==> config.mk <==
export PLATFORM = sky130hd
export DESIGN_NAME = uart_receiver
export DESIGN_NICKNAME = d
export VERILOG_FILES = /design/src/rtl/uart_receiver_pkg.sv /design/src/rtl/uart_receiver_fifo.sv /design/src/rtl/uart_receiver.sv
export SDC_FILE = /design/constraint.sdc
export NUM_CORES = 1
export LEC_CHECK = 0
export ABC_AREA = 0
export CAP_MARGIN = 20
export CORE_AREA = 2 2 212 214
export CTS_BUF_LIST = sky130_fd_sc_hd__clkbuf_4
export DETAILED_ROUTE_END_ITERATION = 10
export DIE_AREA = 0 0 214 216
export GPL_TIMING_DRIVEN = 0
export MAX_ROUTING_LAYER = met4
export PLACE_DENSITY = 0.73
export SLEW_MARGIN = 10
export SYNTH_ARGS = -nofsm -noshare
export SYNTH_HDL_FRONTEND = slang
export SYNTH_SLANG_ARGS = --single-unit
export TNS_END_PERCENT = 20
==> constraint.sdc <==
create_clock -name clock -period 3.3 [get_ports clock]
set_input_delay 0.825 -clock clock [delete_from_list [all_inputs] [get_ports clock]]
set_output_delay 0.825 -clock clock [all_outputs]
set_load 0.02 [all_outputs]
==> src/rtl/uart_receiver_pkg.sv <==
// Shared types and helpers for the 8N1 UART receiver: baud encodings, FSM states
// and the clock-to-baud divisor calculation.
package uart_package;

   typedef enum logic [1:0] {
      B9600   = 2'b00,
      B19200  = 2'b01,
      B57600  = 2'b10,
      B115200 = 2'b11
   } baudrate_t;

   typedef enum logic [2:0] {
      IDLE,
      START,
      DATA,
      STOP,
      WAIT_IDLE
   } receiver_state_t;

   localparam int DATA_BITS          = 8;
   localparam int FIFO_DEPTH_DEFAULT = 64;

   // Cycles per bit, rounded to the nearest integer.
   function automatic int unsigned baud_divisor(input int unsigned clock_frequency,
                                                input baudrate_t    baudrate);
      int unsigned rate;
      case (baudrate)
         B9600:   rate = 9600;
         B19200:  rate = 19200;
         B57600:  rate = 57600;
         default: rate = 115200;
      endcase
      return (clock_frequency + rate / 2) / rate;
   endfunction

endpackage

==> src/rtl/uart_receiver_fifo.sv <==
// First-word-fall-through receive FIFO. A push into a full FIFO is accepted only
// when a pop happens in the same cycle; otherwise it is dropped and flagged.
module uart_receiver_fifo #(
   parameter int DEPTH   = 64,
   parameter int WIDTH   = 8,
   parameter int PTR_W   = $clog2(DEPTH),
   parameter int COUNT_W = $clog2(DEPTH) + 1
) (
   input  logic               i_clock,
   input  logic               i_reset,
   input  logic               i_push,
   input  logic [WIDTH-1:0]   i_push_data,
   input  logic               i_pop,
   output logic [WIDTH-1:0]   o_head,
   output logic [COUNT_W-1:0] o_count,
   output logic               o_overflow
);

   logic [WIDTH-1:0]   r_mem [DEPTH];
   logic [PTR_W-1:0]   r_rd_ptr;
   logic [PTR_W-1:0]   r_wr_ptr;
   logic [COUNT_W-1:0] r_count;
   logic               r_overflow;
   logic               w_pop;
   logic               w_push;

   assign w_pop  = i_pop && (r_count != '0);
   assign w_push = i_push && ((r_count != COUNT_W'(DEPTH)) || w_pop);

   always_ff @(posedge i_clock) begin
      if (w_push) r_mem[r_wr_ptr] <= i_push_data;
   end

   always_ff @(posedge i_clock or posedge i_reset) begin
      if (i_reset) begin
         r_rd_ptr   <= '0;
         r_wr_ptr   <= '0;
         r_count    <= '0;
         r_overflow <= 1'b0;
      end else begin
         if (w_push) r_wr_ptr <= r_wr_ptr + PTR_W'(1);
         if (w_pop)  r_rd_ptr <= r_rd_ptr + PTR_W'(1);
         case ({w_push, w_pop})
            2'b10:   r_count <= r_count + COUNT_W'(1);
            2'b01:   r_count <= r_count - COUNT_W'(1);
            default: r_count <= r_count;
         endcase
         r_overflow <= i_push && !w_push;
      end
   end

   // Head is forced to zero while empty so the output is defined out of reset.
   assign o_head     = (r_count == '0) ? '0 : r_mem[r_rd_ptr];
   assign o_count    = r_count;
   assign o_overflow = r_overflow;

endmodule

==> src/rtl/uart_receiver.sv <==
// 8N1 UART receiver: two-flop line synchronizer, mid-bit sampling FSM and a
// FWFT receive FIFO drained by the host.
module uart_receiver
   import uart_package::*;
#(
   parameter int unsigned CLOCK_FREQUENCY = 50_000_000,
   parameter int unsigned FIFO_DEPTH      = FIFO_DEPTH_DEFAULT
) (
   input  logic            clock,
   input  logic            reset,
   input  logic            data_in,
   input  logic            read_enable,
   input  logic [5:0]      buffer_full_threshold,
   input  logic [1:0]      baudrate_select,
   output logic [7:0]      data_out,
   output logic            buffer_empty,
   output logic            buffer_full,
   output logic            frame_error,
   output logic            overrun,
   output receiver_state_t debug_state
);

   localparam int unsigned DIV_9600   = baud_divisor(CLOCK_FREQUENCY, B9600);
   localparam int unsigned DIV_19200  = baud_divisor(CLOCK_FREQUENCY, B19200);
   localparam int unsigned DIV_57600  = baud_divisor(CLOCK_FREQUENCY, B57600);
   localparam int unsigned DIV_115200 = baud_divisor(CLOCK_FREQUENCY, B115200);
   localparam int DIV_W   = $clog2(DIV_9600 + 1);
   localparam int COUNT_W = $clog2(FIFO_DEPTH) + 1;

   logic [1:0]           r_sync;
   logic                 w_line;
   logic [DIV_W-1:0]     w_div_sel;
   logic [DIV_W-1:0]     r_divisor;
   logic [DIV_W-1:0]     r_count;
   receiver_state_t      r_state;
   logic [2:0]           r_bit_index;
   logic [DATA_BITS-1:0] r_shift;
   logic [DATA_BITS-1:0] r_push_data;
   logic                 r_push;
   logic                 r_frame_error;
   logic [COUNT_W-1:0]   w_fifo_count;
   logic [COUNT_W-1:0]   w_threshold;

   assign w_line = r_sync[1];

   always_comb begin
      w_div_sel = DIV_W'(DIV_9600);
      case (baudrate_t'(baudrate_select))
         B19200:  w_div_sel = DIV_W'(DIV_19200);
         B57600:  w_div_sel = DIV_W'(DIV_57600);
         B115200: w_div_sel = DIV_W'(DIV_115200);
         default: w_div_sel = DIV_W'(DIV_9600);
      endcase
   end

   always_ff @(posedge clock or posedge reset) begin
      if (reset) begin
         r_sync        <= 2'b11;
         r_state       <= IDLE;
         r_divisor     <= '0;
         r_count       <= '0;
         r_bit_index   <= '0;
         r_shift       <= '0;
         r_push_data   <= '0;
         r_push        <= 1'b0;
         r_frame_error <= 1'b0;
      end else begin
         r_sync        <= {r_sync[0], data_in};
         r_push        <= 1'b0;
         r_frame_error <= 1'b0;
         case (r_state)
            IDLE: begin
               // Half a bit period lands the start-bit check mid-bit.
               if (!w_line) begin
                  r_divisor <= w_div_sel;
                  r_count   <= (w_div_sel >> 1) - DIV_W'(1);
                  r_state   <= START;
               end
            end
            START: begin
               if (r_count == '0) begin
                  if (!w_line) begin
                     r_count     <= r_divisor - DIV_W'(1);
                     r_bit_index <= '0;
                     r_state     <= DATA;
                  end else begin
                     r_state <= IDLE;
                  end
               end else begin
                  r_count <= r_count - DIV_W'(1);
               end
            end
            DATA: begin
               if (r_count == '0) begin
                  r_shift[r_bit_index] <= w_line;
                  r_count              <= r_divisor - DIV_W'(1);
                  if (r_bit_index == 3'(DATA_BITS - 1)) r_state <= STOP;
                  else r_bit_index <= r_bit_index + 3'd1;
               end else begin
                  r_count <= r_count - DIV_W'(1);
               end
            end
            STOP: begin
               if (r_count == '0) begin
                  if (w_line) begin
                     r_push      <= 1'b1;
                     r_push_data <= r_shift;
                     r_state     <= IDLE;
                  end else begin
                     r_frame_error <= 1'b1;
                     r_state       <= WAIT_IDLE;
                  end
               end else begin
                  r_count <= r_count - DIV_W'(1);
               end
            end
            WAIT_IDLE: begin
               if (w_line) r_state <= IDLE;
            end
            default: r_state <= IDLE;
         endcase
      end
   end

   // Host handshake: data_out is valid while buffer_empty=0; a cycle with
   // read_enable=1 and buffer_empty=0 consumes it, read_enable on empty is ignored.
   uart_receiver_fifo #(
      .DEPTH (FIFO_DEPTH),
      .WIDTH (DATA_BITS)
   ) u_fifo (
      .i_clock     (clock),
      .i_reset     (reset),
      .i_push      (r_push),
      .i_push_data (r_push_data),
      .i_pop       (read_enable),
      .o_head      (data_out),
      .o_count     (w_fifo_count),
      .o_overflow  (overrun)
   );

   assign w_threshold  = (buffer_full_threshold == '0) ? COUNT_W'(FIFO_DEPTH)
                                                       : COUNT_W'(buffer_full_threshold);
   assign buffer_empty = (w_fifo_count == '0);
   assign buffer_full  = (w_fifo_count >= w_threshold);
   assign frame_error  = r_frame_error;
   assign debug_state  = r_state;

endmodule
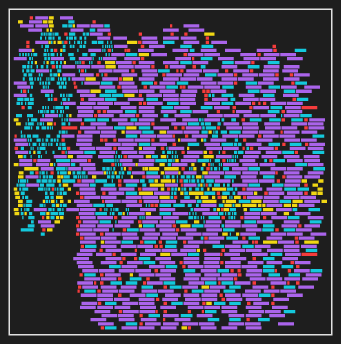
*Cell classes on the final placement*
Scale: 1.5 px per um.
class	colour	cells	share of their area
combinational and other logic	cyan	666	25%
flops	purple	580	62%
other buffers and delay cells	yellow	156	6.2%
clock drivers and dummy loads	red	251	6.7%
core area: 43800 um2
Rows: 77
final instance area: 28200 um2
final core occ: 64.2%
fraction of area in registers: 60.7%

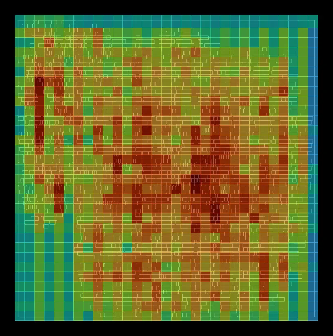
*Routing congestion*
drt wl/cell: 25.8 um
met1 Resource Use GR: 33.9%

==> results.txt <==
impl run done, here's what came out: initial drt markers=1796, TritonCTS clock tree=built, Worst Reg-to-Reg Cells=9, All-Layer GR Usage=26.6%, CP Launch Type=flip-flop, die area=roughly 46000 um2, Avg Inst Size Synth=18.1 um2, Synth Warn #=0, crit path kind=flip-flop to primary output, DP HPWL=between 30000 and 40000 um, Synth Instances=~1300, count of library flops with an enable pin=512, clk slew on worst S/H paths=approximately 0.06 ns, vias in the first global route=13832, Post-CTS Hold Buffers=0, fmax=~230 MHz, Setup crit end kind=primary output, register area share after synthesis=71.4%, OpenROAD warning count=36, Post-synth regs=580, area share, top type=64.2%, synth cell count leaders=512 x edfxtp_1, 146 x mux4_2, 106 x nor2_1, Slew @ Worst Pin=1.10 ns, worst vdd ir=0.460 mV, mapped cell area=23900 um2, most frequent cell after synthesis=edfxtp_1, fin crit period=4.39 ns, failing checks=setup timing, setup slack after layout=-1.09 ns, Setup violations, final=42, TNS Setup=-10.54 ns, post-route ant nets=0, io pins=27, logic area=6700 um2, vias=13802, DR pass1 iterations=6, Max clock buf depth=3, clk root buf=clkbuf_4, Flop area=17100 um2, drt drc=0, post-layout period usage=133%, Via-to-Cell Ratio=6.14, layout cells sized above 1=approximately a third, async set-reset flop share out of synthesis=11.7%, GRT overflow=0, Late-Pin Clk Latency=0.96 ns, fillcell total=3002, CTS buffer count=~140, top cells by area=edfxtp_1 64%, mux4_2 14%, dfrtp_1 6.9%, yosys stat chip area=23900 um2, ys cells=1322, largest net degree at the start of global routing=65, Crit path required time=2.47 ns, status=finished, violations left, first-pass GRT wire length=85900 um, dominant logic cell type in the layout=edfxtp_1, Slew Limit Headroom=26.2%, most area-hungry cell type in the Yosys netlist=edfxtp_1, Die Height=216 um, Pwr Density=728 nW/um2, RSZ-0062 raised after global routing=true, Leakage Power=~0.011 uW, Worst Clk Skew=0.0661 ns, max-cap violation count=0, Die Wd=between 200 and 250 um, H-Tree Depth=4, area grow syn2layout=17.6%, crit path max fanout=10, Post-Syn Nets=1357, Unique cell types=70, Pre-Place Util=54.6%, I/O Buffers=26, Hold Crit Class=primary input to asynchronous set/reset pin, Slew Limit Fails=0, final WL=slightly below 60000 um, fin nets=1582, Placed Area=25100 um2, Fin. Hold Viols=0, Worst Path Arrival=roughly 3.6 ns, GPL Wtd Cong=0.917, Main synth FF type=edfxtp_1, initial antenna violation count=2, Top Layout Cells=512 x edfxtp_1, 215 x clkbuf_4, 146 x mux4_2, # clock sinks=580
-- where the power goes --
group / switching (uW) / internal (uW) / total [uW]
Clock: 2850 / 3180 / 6020
Sequential: 235 / 8090 / 8330
Combinational: 3270 / 2870 / 6140
Total: 6350 / 14100 / 20500
-- area by class of cell --
cell class                 count  area share [%]
inverter                      22           0.329
timing repair buffer          84            3.54
clock buffer                 212            5.65
tap                          592            2.63
multi-input combinational    644            23.8
buffer                        72            2.47
antenna                        2          0.0178
clock inverter                39           0.875
sequential                   580            60.7
-- path summary, 6_finish.rpt --
| path | start | endpoint | slack [ns] |
|---|---|---|---|
| worst max-delay path | u_fifo.r_rd_ptr[0] | data_out[4] | -1.09 |
| worst min register to register | r_sync[0] | r_sync[1] | 0.36 |
| worst min-delay path | reset | r_count[3] | 0.19 |
| min in group clock | data_in | r_sync[0] | 0.31 |
| max in group asynchronous | reset | r_push_data[3] | 2.56 |
| worst max register to register | u_fifo.o_count[2] | u_fifo.r_mem[49][3] | -0.11 |
-- critical path, stage by stage (launching register included) --
cell	delay, ns
dfrtp_1	0.41
buf_12	0.16
buf_16	0.14
buf_16	0.16
mux4_2	0.52
mux4_2	0.54
o211ai_1	0.31
o31ai_4	0.17
buf_6	0.16
-- through the flow --
| stage | setup slack (ns) | total power, uW | cells | hold WS (ns) |
|---|---|---|---|---|
| 2_1_floorplan | 0.0218 | 11600 | 1322 | 0.345 |
| 3_3_place_gp | -1.47 | 13100 | 1940 | 0.348 |
| 3_5_place_dp | -1.48 | 13100 | 1950 | 0.348 |
| 4_1_cts | -1.10 | 20200 | 2230 | 0.0847 |
| 5_1_grt | -1.18 | 21300 | 2247 | 0.143 |
| 6_report | -1.09 | 20500 | 2247 | 0.186 |
-- per-layer routing --
layer | vias to the layer above | track usage (%) | wire length [um]
li1 | 5837 | - | -
met1 | 6964 | 33.9 | 21600
met2 | 856 | 40.4 | 28200
met3 | 145 | 8.48 | 6460
met4 | 0 | 9.98 | 1650
met5 | - | - | 0
-- state kept, by name, indices dropped and copies added, names as in the netlist, 6 cells and up --
| signal | count |
|---|---|
| u_fifo.o_count | 7 |
| r_shift | 8 |
| r_count | 13 |
| r_divisor | 9 |
| r_push_data | 8 |
| u_fifo.r_mem | 512 |
| u_fifo.r_rd_ptr | 6 |
| u_fifo.r_wr_ptr | 6 |
-- logic make-up after synthesis --
group                    count (synthesis)  synth area share [%]
buffers and inverters                   98                  1.99
multiplexers                           180                  15.2
AND-OR/OR-AND                          135                  3.66
flip-flops                             580                  71.4
adder cells (fa/ha/maj)                 23                  1.20
XOR/XNOR                                29                  1.06
AND/OR/NAND/NOR                        277                  5.50
-- timing repair --
| action | CTS | global route |
|---|---|---|
| endpoints found under the setup margin | 160 | 212 |
| gates resized | 190 | 43 |
| buffers inserted | 30 | 18 |
| gates cloned | 1 | 0 |
| pin swaps | 21 | 17 |
No activity file was given, so power comes from the tool's default toggle rates.
